[config.mk]
export PLATFORM = sky130hd
export DESIGN_NAME = line_xfer_ctrl_flat
export DESIGN_NICKNAME = d
export VERILOG_FILES = /design/src/rtl/line_xfer_ctrl_if.sv /design/src/rtl/line_xfer_ctrl.sv /design/src/flat_wrapper.sv
export SDC_FILE = /design/constraint.sdc
export NUM_CORES = 1
export LEC_CHECK = 0
export CORE_UTILIZATION = 43
export CTS_CLUSTER_SIZE = 10
export DETAILED_ROUTE_END_ITERATION = 16
export PLACE_DENSITY = 0.79
export SLEW_MARGIN = 5
export SYNTH_ARGS = -nofsm -noshare
export SYNTH_HDL_FRONTEND = slang
export SYNTH_SLANG_ARGS = --single-unit
[constraint.sdc]
create_clock -name clk -period 2.1 [get_ports clk]
set_input_delay 0.42 -clock clk [delete_from_list [all_inputs] [get_ports clk]]
set_output_delay 0.42 -clock clk [all_outputs]
set_load 0.1 [all_outputs]
[src/rtl/line_xfer_ctrl_if.sv]
// Bundle of request, status, SRAM-side and SDRAM-side signals for line_xfer_ctrl.
// Names carry the controller's point of view: *_i are driven into the controller,
// *_o are driven by it.
//   start_i/op_i/blk_i/old_tag_i/new_tag_i : transfer request
//   busy_o/done_o/current_state_o          : status
//   sram_*                                 : local SRAM port (8-bit address {blk,off})
//   sdram_*                                : SDRAM port ({tag,blk,off} address, one strobe per byte)
interface line_xfer_ctrl_if #(
    parameter int unsigned TAG_W = 8
);
    localparam int unsigned SDRAM_AW = TAG_W + 8;

    logic                start_i;
    logic [1:0]          op_i;
    logic [2:0]          blk_i;
    logic [TAG_W-1:0]    old_tag_i;
    logic [TAG_W-1:0]    new_tag_i;
    logic                busy_o;
    logic                done_o;
    logic [2:0]          current_state_o;
    logic                sram_own_o;
    logic [7:0]          sram_addr_o;
    logic [7:0]          sram_din_o;
    logic [7:0]          sram_dout_i;
    logic                sram_wen_o;
    logic [SDRAM_AW-1:0] sdram_addr_o;
    logic                sdram_wr_rd_o;
    logic                sdram_mstrb_o;
    logic [7:0]          sdram_din_o;
    logic [7:0]          sdram_dout_i;

    // Requester / memory-model side
    modport master (
        output start_i, op_i, blk_i, old_tag_i, new_tag_i, sram_dout_i, sdram_dout_i,
        input  busy_o, done_o, current_state_o, sram_own_o, sram_addr_o, sram_din_o,
               sram_wen_o, sdram_addr_o, sdram_wr_rd_o, sdram_mstrb_o, sdram_din_o
    );

    // Controller side
    modport slave (
        input  start_i, op_i, blk_i, old_tag_i, new_tag_i, sram_dout_i, sdram_dout_i,
        output busy_o, done_o, current_state_o, sram_own_o, sram_addr_o, sram_din_o,
               sram_wen_o, sdram_addr_o, sdram_wr_rd_o, sdram_mstrb_o, sdram_din_o
    );
endinterface

[src/rtl/line_xfer_ctrl.sv]
// Cache line transfer controller: writes a 32-byte SRAM block back to SDRAM
// and/or refills it from SDRAM, one byte at a time.
//   clk  : rising-edge clock
//   rst  : synchronous active-high reset
//   bus  : line_xfer_ctrl_if slave (request, status, SRAM and SDRAM ports)
// RD_LAT (1..7) is the SDRAM strobe-to-data latency; TAG_W is the tag width.
module line_xfer_ctrl #(
    parameter int unsigned RD_LAT = 2,
    parameter int unsigned TAG_W  = 8
) (
    input  logic             clk,
    input  logic             rst,
    line_xfer_ctrl_if.slave  bus
);
    localparam int unsigned OFF_W     = 5;
    localparam int unsigned IDX_W     = 3;
    localparam int unsigned ADDR_W    = TAG_W + IDX_W + OFF_W;
    localparam int unsigned CNT_W     = 3;
    // RF_WAIT lasts RD_LAT-1 cycles; the counter loads one less and exits at zero
    localparam int unsigned WAIT_INIT = (RD_LAT > 1) ? RD_LAT - 2 : 0;

    typedef enum logic [2:0] {
        IDLE    = 3'd0,
        WB_SRAM = 3'd1,
        WB_STRB = 3'd2,
        RF_STRB = 3'd3,
        RF_WAIT = 3'd4,
        RF_WR   = 3'd5,
        DONE    = 3'd6
    } state_e;

    state_e             state_q, state_d;
    logic [OFF_W-1:0]   off_q, off_d;
    logic [1:0]         op_q, op_d;
    logic [IDX_W-1:0]   blk_q, blk_d;
    logic [TAG_W-1:0]   old_tag_q, old_tag_d;
    logic [TAG_W-1:0]   new_tag_q, new_tag_d;
    logic [CNT_W-1:0]   wait_q, wait_d;

    logic               busy_q, busy_d;
    logic               done_q, done_d;
    logic               mstrb_q, mstrb_d;
    logic               wr_rd_q, wr_rd_d;
    logic               wen_q, wen_d;
    logic [7:0]         sram_addr_q, sram_addr_d;
    logic [ADDR_W-1:0]  sdram_addr_q, sdram_addr_d;

    // Next state, request latching and output decode from the next state so
    // control/address outputs leave registers aligned with the state.
    always_comb begin
        state_d      = state_q;
        off_d        = off_q;
        op_d         = op_q;
        blk_d        = blk_q;
        old_tag_d    = old_tag_q;
        new_tag_d    = new_tag_q;
        wait_d       = wait_q;

        case (state_q)
            IDLE: begin
                if (bus.start_i) begin
                    op_d      = bus.op_i;
                    blk_d     = bus.blk_i;
                    old_tag_d = bus.old_tag_i;
                    new_tag_d = bus.new_tag_i;
                    off_d     = '0;
                    if (bus.op_i[0])      state_d = WB_SRAM;
                    else if (bus.op_i[1]) state_d = RF_STRB;
                    else                  state_d = DONE;
                end
            end
            WB_SRAM: state_d = WB_STRB;
            WB_STRB: begin
                off_d = off_q + OFF_W'(1);
                if (off_q == '1) state_d = op_q[1] ? RF_STRB : DONE;
                else             state_d = WB_SRAM;
            end
            RF_STRB: begin
                if (RD_LAT > 1) begin
                    state_d = RF_WAIT;
                    wait_d  = CNT_W'(WAIT_INIT);
                end else begin
                    state_d = RF_WR;
                end
            end
            RF_WAIT: begin
                if (wait_q == '0) state_d = RF_WR;
                else              wait_d  = wait_q - CNT_W'(1);
            end
            RF_WR: begin
                off_d   = off_q + OFF_W'(1);
                state_d = (off_q == '1) ? DONE : RF_STRB;
            end
            DONE:    state_d = IDLE;
            default: state_d = IDLE;
        endcase

        busy_d       = (state_d != IDLE);
        done_d       = (state_d == DONE);
        mstrb_d      = 1'b0;
        wr_rd_d      = 1'b0;
        wen_d        = 1'b0;
        sram_addr_d  = '0;
        sdram_addr_d = '0;

        case (state_d)
            WB_SRAM: sram_addr_d = {blk_d, off_d};
            WB_STRB: begin
                mstrb_d      = 1'b1;
                wr_rd_d      = 1'b1;
                sdram_addr_d = {old_tag_d, blk_d, off_d};
            end
            RF_STRB: begin
                mstrb_d      = 1'b1;
                sdram_addr_d = {new_tag_d, blk_d, off_d};
            end
            RF_WR: begin
                wen_d       = 1'b1;
                sram_addr_d = {blk_d, off_d};
            end
            default: ;
        endcase
    end

    // State, latched request and registered outputs
    always_ff @(posedge clk) begin
        if (rst) begin
            state_q      <= IDLE;
            off_q        <= '0;
            op_q         <= '0;
            blk_q        <= '0;
            old_tag_q    <= '0;
            new_tag_q    <= '0;
            wait_q       <= '0;
            busy_q       <= 1'b0;
            done_q       <= 1'b0;
            mstrb_q      <= 1'b0;
            wr_rd_q      <= 1'b0;
            wen_q        <= 1'b0;
            sram_addr_q  <= '0;
            sdram_addr_q <= '0;
        end else begin
            state_q      <= state_d;
            off_q        <= off_d;
            op_q         <= op_d;
            blk_q        <= blk_d;
            old_tag_q    <= old_tag_d;
            new_tag_q    <= new_tag_d;
            wait_q       <= wait_d;
            busy_q       <= busy_d;
            done_q       <= done_d;
            mstrb_q      <= mstrb_d;
            wr_rd_q      <= wr_rd_d;
            wen_q        <= wen_d;
            sram_addr_q  <= sram_addr_d;
            sdram_addr_q <= sdram_addr_d;
        end
    end

    assign bus.busy_o          = busy_q;
    assign bus.sram_own_o      = busy_q;
    assign bus.done_o          = done_q;
    assign bus.current_state_o = state_q;
    assign bus.sdram_mstrb_o   = mstrb_q;
    assign bus.sdram_wr_rd_o   = wr_rd_q;
    assign bus.sdram_addr_o    = sdram_addr_q;
    assign bus.sram_wen_o      = wen_q;
    assign bus.sram_addr_o     = sram_addr_q;

    // Byte data flows straight through in the cycle it is valid on the source port
    assign bus.sdram_din_o = (state_q == WB_STRB) ? bus.sram_dout_i  : '0;
    assign bus.sram_din_o  = (state_q == RF_WR)   ? bus.sdram_dout_i : '0;
endmodule

[src/flat_wrapper.sv]
// flat-port wrapper written by rule: the top's interface ports become plain ports
module line_xfer_ctrl_flat 
#(
    parameter int unsigned RD_LAT = 2,
    parameter int unsigned TAG_W  = 8
)
  (clk, rst, bus_start_i, bus_op_i, bus_blk_i, bus_old_tag_i, bus_new_tag_i, bus_sram_dout_i, bus_sdram_dout_i, bus_busy_o, bus_done_o, bus_current_state_o, bus_sram_own_o, bus_sram_addr_o, bus_sram_din_o, bus_sram_wen_o, bus_sdram_addr_o, bus_sdram_wr_rd_o, bus_sdram_mstrb_o, bus_sdram_din_o);
  line_xfer_ctrl_if #(.TAG_W(TAG_W)) bus_i ();
  input  logic clk;
  input  logic rst;
  input wire logic [$bits(bus_i.start_i)-1:0] bus_start_i;
  input wire logic [$bits(bus_i.op_i)-1:0] bus_op_i;
  input wire logic [$bits(bus_i.blk_i)-1:0] bus_blk_i;
  input wire logic [$bits(bus_i.old_tag_i)-1:0] bus_old_tag_i;
  input wire logic [$bits(bus_i.new_tag_i)-1:0] bus_new_tag_i;
  input wire logic [$bits(bus_i.sram_dout_i)-1:0] bus_sram_dout_i;
  input wire logic [$bits(bus_i.sdram_dout_i)-1:0] bus_sdram_dout_i;
  output wire logic [$bits(bus_i.busy_o)-1:0] bus_busy_o;
  output wire logic [$bits(bus_i.done_o)-1:0] bus_done_o;
  output wire logic [$bits(bus_i.current_state_o)-1:0] bus_current_state_o;
  output wire logic [$bits(bus_i.sram_own_o)-1:0] bus_sram_own_o;
  output wire logic [$bits(bus_i.sram_addr_o)-1:0] bus_sram_addr_o;
  output wire logic [$bits(bus_i.sram_din_o)-1:0] bus_sram_din_o;
  output wire logic [$bits(bus_i.sram_wen_o)-1:0] bus_sram_wen_o;
  output wire logic [$bits(bus_i.sdram_addr_o)-1:0] bus_sdram_addr_o;
  output wire logic [$bits(bus_i.sdram_wr_rd_o)-1:0] bus_sdram_wr_rd_o;
  output wire logic [$bits(bus_i.sdram_mstrb_o)-1:0] bus_sdram_mstrb_o;
  output wire logic [$bits(bus_i.sdram_din_o)-1:0] bus_sdram_din_o;
  assign bus_i.start_i = bus_start_i;
  assign bus_i.op_i = bus_op_i;
  assign bus_i.blk_i = bus_blk_i;
  assign bus_i.old_tag_i = bus_old_tag_i;
  assign bus_i.new_tag_i = bus_new_tag_i;
  assign bus_i.sram_dout_i = bus_sram_dout_i;
  assign bus_i.sdram_dout_i = bus_sdram_dout_i;
  assign bus_busy_o = bus_i.busy_o;
  assign bus_done_o = bus_i.done_o;
  assign bus_current_state_o = bus_i.current_state_o;
  assign bus_sram_own_o = bus_i.sram_own_o;
  assign bus_sram_addr_o = bus_i.sram_addr_o;
  assign bus_sram_din_o = bus_i.sram_din_o;
  assign bus_sram_wen_o = bus_i.sram_wen_o;
  assign bus_sdram_addr_o = bus_i.sdram_addr_o;
  assign bus_sdram_wr_rd_o = bus_i.sdram_wr_rd_o;
  assign bus_sdram_mstrb_o = bus_i.sdram_mstrb_o;
  assign bus_sdram_din_o = bus_i.sdram_din_o;
  line_xfer_ctrl #(.RD_LAT(RD_LAT), .TAG_W(TAG_W)) u_core (.clk(clk), .rst(rst), .bus(bus_i));
endmodule
### Sequential cells grouped by signal name, run 1

Scale bar: 20 um. Other sequential cells in the stronger grey, the rest of the logic in the fainter grey.
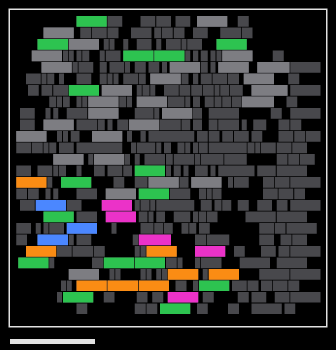
| colour | signal | placed flops |
|---|---|---|
| orange | u_core.bus.sram_addr_o | 8 |
| green | u_core.bus.sdram_addr_o | 16 |
| blue | u_core.blk_q | 3 |
| magenta | u_core.off_q | 5 |

### Clock routing, run 1

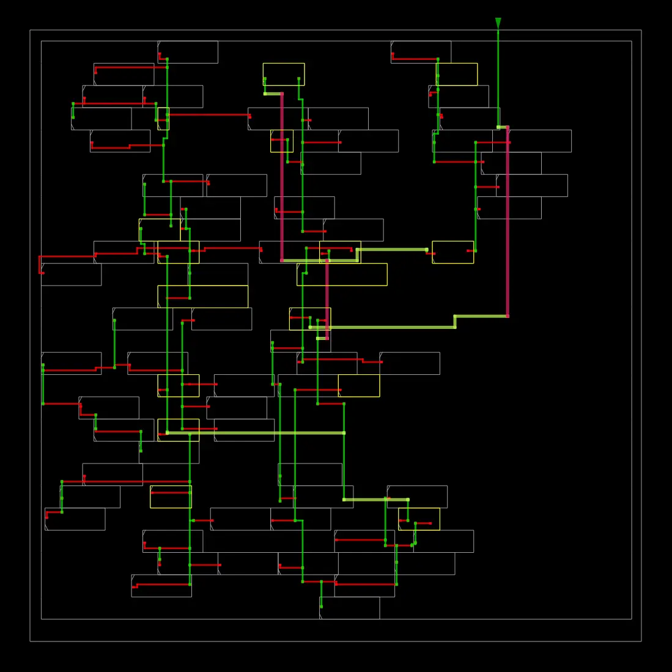
Num CTS Buffers: 9
clk_buf instances: 13

### Routed clock nets over the placement, run 1

Scale bar: 20 um.
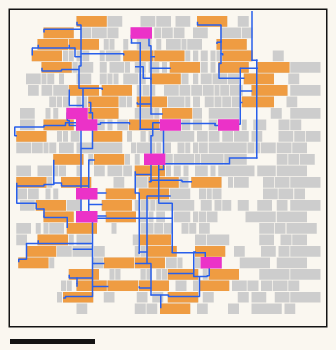
[magenta] cells driving clock nets | count: 9
[orange] flip-flops | count: 60
[blue] clock wires | length: 701 um
routed clock nets: 10

==> qor.yml, run 1 <==
placement:
  hpwl_mm: 3.829
  port_buffers: 88
power_and_ir_drop:
  p_per_area_nw_per_um2: 916.7
  power.share.switching_pct: 31.74
  pg_comb_uw: 915
min_path:
  whs_path_depth: 2
critical_path:
  worst_path_max_delay_cell: "dfxtp_1"
  path_depth: 10
  startpoint: "u_core.off_q[0]"
  crit_arrival_ns: 2.24
  r2r_slack_ns: 0.07
yosys:
  synth-edff-count: 0
  synthXorXnorAreaFrac_pct: 0.7688
  synth_flops: 60
  yosys-stat-cells: 252
  ys_types: 37
  syn_area_per_cell_sq_um: 9.041
grt:
  first_global_vias: 1831
route:
  wire_per_inst_um: 13.13
  drc: 0
  routed-wl-met3_um: 424
  dr_wl_met2_mm: 2.773
cts:
  clock_sinks: 60
  cts_resized: 0
  cts_hold_buf: 0
floorplanning:
  nWellTaps: 70
  rows: 26
  fp.dieH_um: 74.79
outcome:
  status: "finished, final reports clean"
timing:
  tns_ns: 0
  period_used_pct: 96.51
final_layout:
  area_delta_synth_final_pct: 61.12
  buffers_excl_clock: 101
### Close-up of the layout, run 1

Window x 41 to 71, y 4 to 34 um. Cells in grey, sequential cells in the stronger grey; small squares are vias.
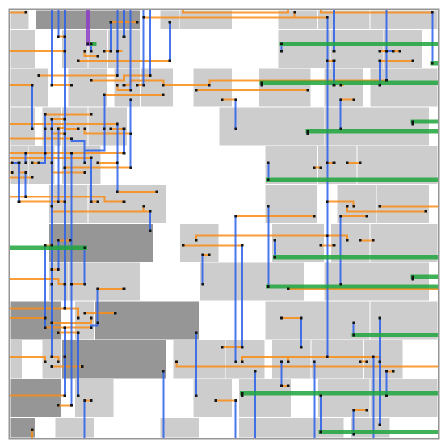

==> inputs of run 2 (changes only) <==
CORE_MARGIN = 4   (was default)
### Close-up of the layout, run 2

Window x 46 to 76, y 5 to 35 um. Cells in grey, sequential cells in the stronger grey; small squares are vias.
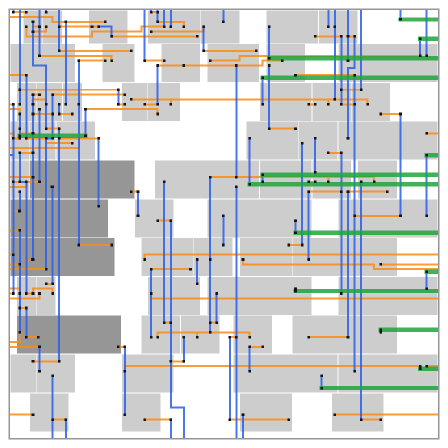
| colour | layer |
|---|---|
| blue | met2 |
| green | met3 |
| orange | met1 |
sequential cells in the window: 4
most frequent: clkdlybuf4s50_1 (12), and2_2 (11), buf_12 (11)
cells with their middle in the window: 60

### Clock routing, run 2

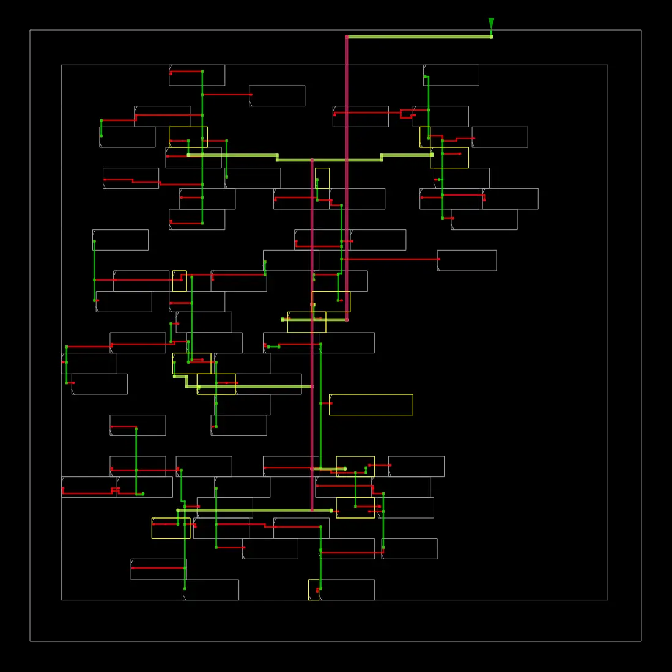
clk_buf instances: 11
Clock Skews: 0.007107 ns
Sink Count: 60
sequential cells: 60
clk latency late pin: 0.33 ns

==> run 2 against run 1 <==
Compared with the run above:
- largest cell class unchanged
- via count decreased by 1.6%
- largest power group unchanged
- combinational power is 0.5% higher
- critical path type unchanged
- synthesized area stayed put
==> qor.yml, run 2 <==
outcome:
  status: "finished, final reports clean"
critical_path:
  r2r_slack_ns: 0.04  # -0.04 ns
  path_depth: 10  # unchanged
  crit_arrival_ns: 2.28  # +0.04 ns
  crit_type: "reg2reg"
  startpoint: "u_core.off_q[0]"
floorplanning:
  fp.dieH_um: 80.79  # +8.0%
  nWellTaps: 70  # unchanged
  rows: 26  # unchanged
route:
  routed-wl-met3_um: 507  # +20%
  maxUsedRoutingLayer: "met4"
  dr_wl_met2_mm: 2.818  # +1.6%
  drc: 0  # unchanged
  wire_per_inst_um: 14.17  # +7.9%
yosys:
  simple_gate_share_pct: 26.80
  syn_area_per_cell_sq_um: 9.041  # unchanged
  yosys-stat-cells: 252  # unchanged
  ys_types: 37  # unchanged
  synth-edff-count: 0  # unchanged
  synth_flops: 60  # unchanged
  aoi_share_pct: 8.512
grt:
  first_global_vias: 2073  # +13%
power_and_ir_drop:
  power.share.switching_pct: 33.35  # +1.6 points
  pg_comb_uw: 920  # +0.5%
  p_per_area_nw_per_um2: 856.1  # -6.6%
final_layout:
  buffers_excl_clock: 100  # -0.99%
  largest_reg_flops: 16
  area_delta_synth_final_pct: 58.76
cts:
  cts_hold_buf: 0  # unchanged
timing:
  hold_viol_final: 0
  period_used_pct: 98.33  # +1.8 points
  tns_ns: 0  # unchanged
placement:
  port_buffers: 88  # unchanged
  hpwl_mm: 4.252  # +11%
min_path:
  whs_path_depth: 2  # unchanged
==> inputs of run 3 (changes only) <==
CAP_MARGIN = 0   (was default)
### Close-up of the layout, run 3

Window x 46 to 76, y 5 to 35 um. Cells in grey, sequential cells in the stronger grey; small squares are vias.
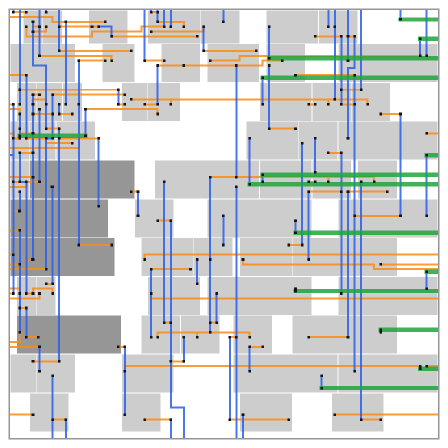
| colour | layer |
|---|---|
| orange | met1 |
| green | met3 |
| blue | met2 |
sequential cells in the window: 4
cells with their middle in the window: 60
most frequent: clkdlybuf4s50_1 (12), and2_2 (11), buf_12 (11)

### Sequential cells grouped by signal name, run 3

Scale bar: 20 um. Other sequential cells in the stronger grey, the rest of the logic in the fainter grey.
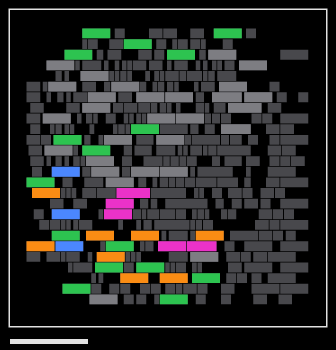
| colour | signal | placed flops |
|---|---|---|
| magenta | u_core.off_q | 5 |
| blue | u_core.blk_q | 3 |
| orange | u_core.bus.sram_addr_o | 8 |
| green | u_core.bus.sdram_addr_o | 16 |

==> run 3 against run 2 <==
Compared with the run above:
- worst hold slack unchanged
- critical path type unchanged
- largest power group unchanged
- first-iteration DRC count is the same
- sequential power barely moved
- synthesized cell count is the same
- largest cell class unchanged
- utilization stayed put
- via count unchanged
- global-route usage did not move
==> qor.yml, run 3 <==
final_layout:
  buffers_excl_clock: 100  # unchanged
  area_delta_synth_final_pct: 58.76  # unchanged
  flops: 60  # unchanged
  largest_reg_flops: 16  # unchanged
  nClkBuffers: 11  # unchanged
critical_path:
  crit_type: "reg2reg"
  crit_arrival_ns: 2.28  # about the same
  r2r_slack_ns: 0.04  # about the same
  startpoint: "u_core.off_q[0]"
  path_depth: 10  # unchanged
power_and_ir_drop:
  pg_comb_uw: 920  # about the same
  p_per_area_nw_per_um2: 856.1  # unchanged
  power.share.switching_pct: 33.35  # unchanged
floorplanning:
  chip_area_sq_um: 6527
  fp.dieH_um: 80.79  # unchanged
  nWellTaps: 70  # unchanged
  rows: 26  # unchanged
outcome:
  status: "finished, final reports clean"
route:
  wire_per_inst_um: 14.17  # unchanged
  maxUsedRoutingLayer: "met4"
timing:
  hold_viol_final: 0  # unchanged
  period_used_pct: 98.33  # unchanged
  fin_skew_ns: 0.007107  # unchanged
grt:
  grt_use_met2_pct: 30.71
  first_global_vias: 2073  # unchanged
cts:
  clock.latency.late_pin_ns: 0.33  # about the same
  cts_setup_buffers: 0
  cts_hold_buf: 0  # unchanged
yosys:
  aoi_share_pct: 8.512  # unchanged
  simple_gate_share_pct: 26.80  # unchanged
  yosys-stat-cells: 252  # unchanged
  syn_area_per_cell_sq_um: 9.041  # unchanged
  ys_types: 37  # unchanged
placement:
  hpwl_mm: 4.252  # unchanged
min_path:
  whs_path_depth: 2  # unchanged
Power and IR drop assume default switching activity.
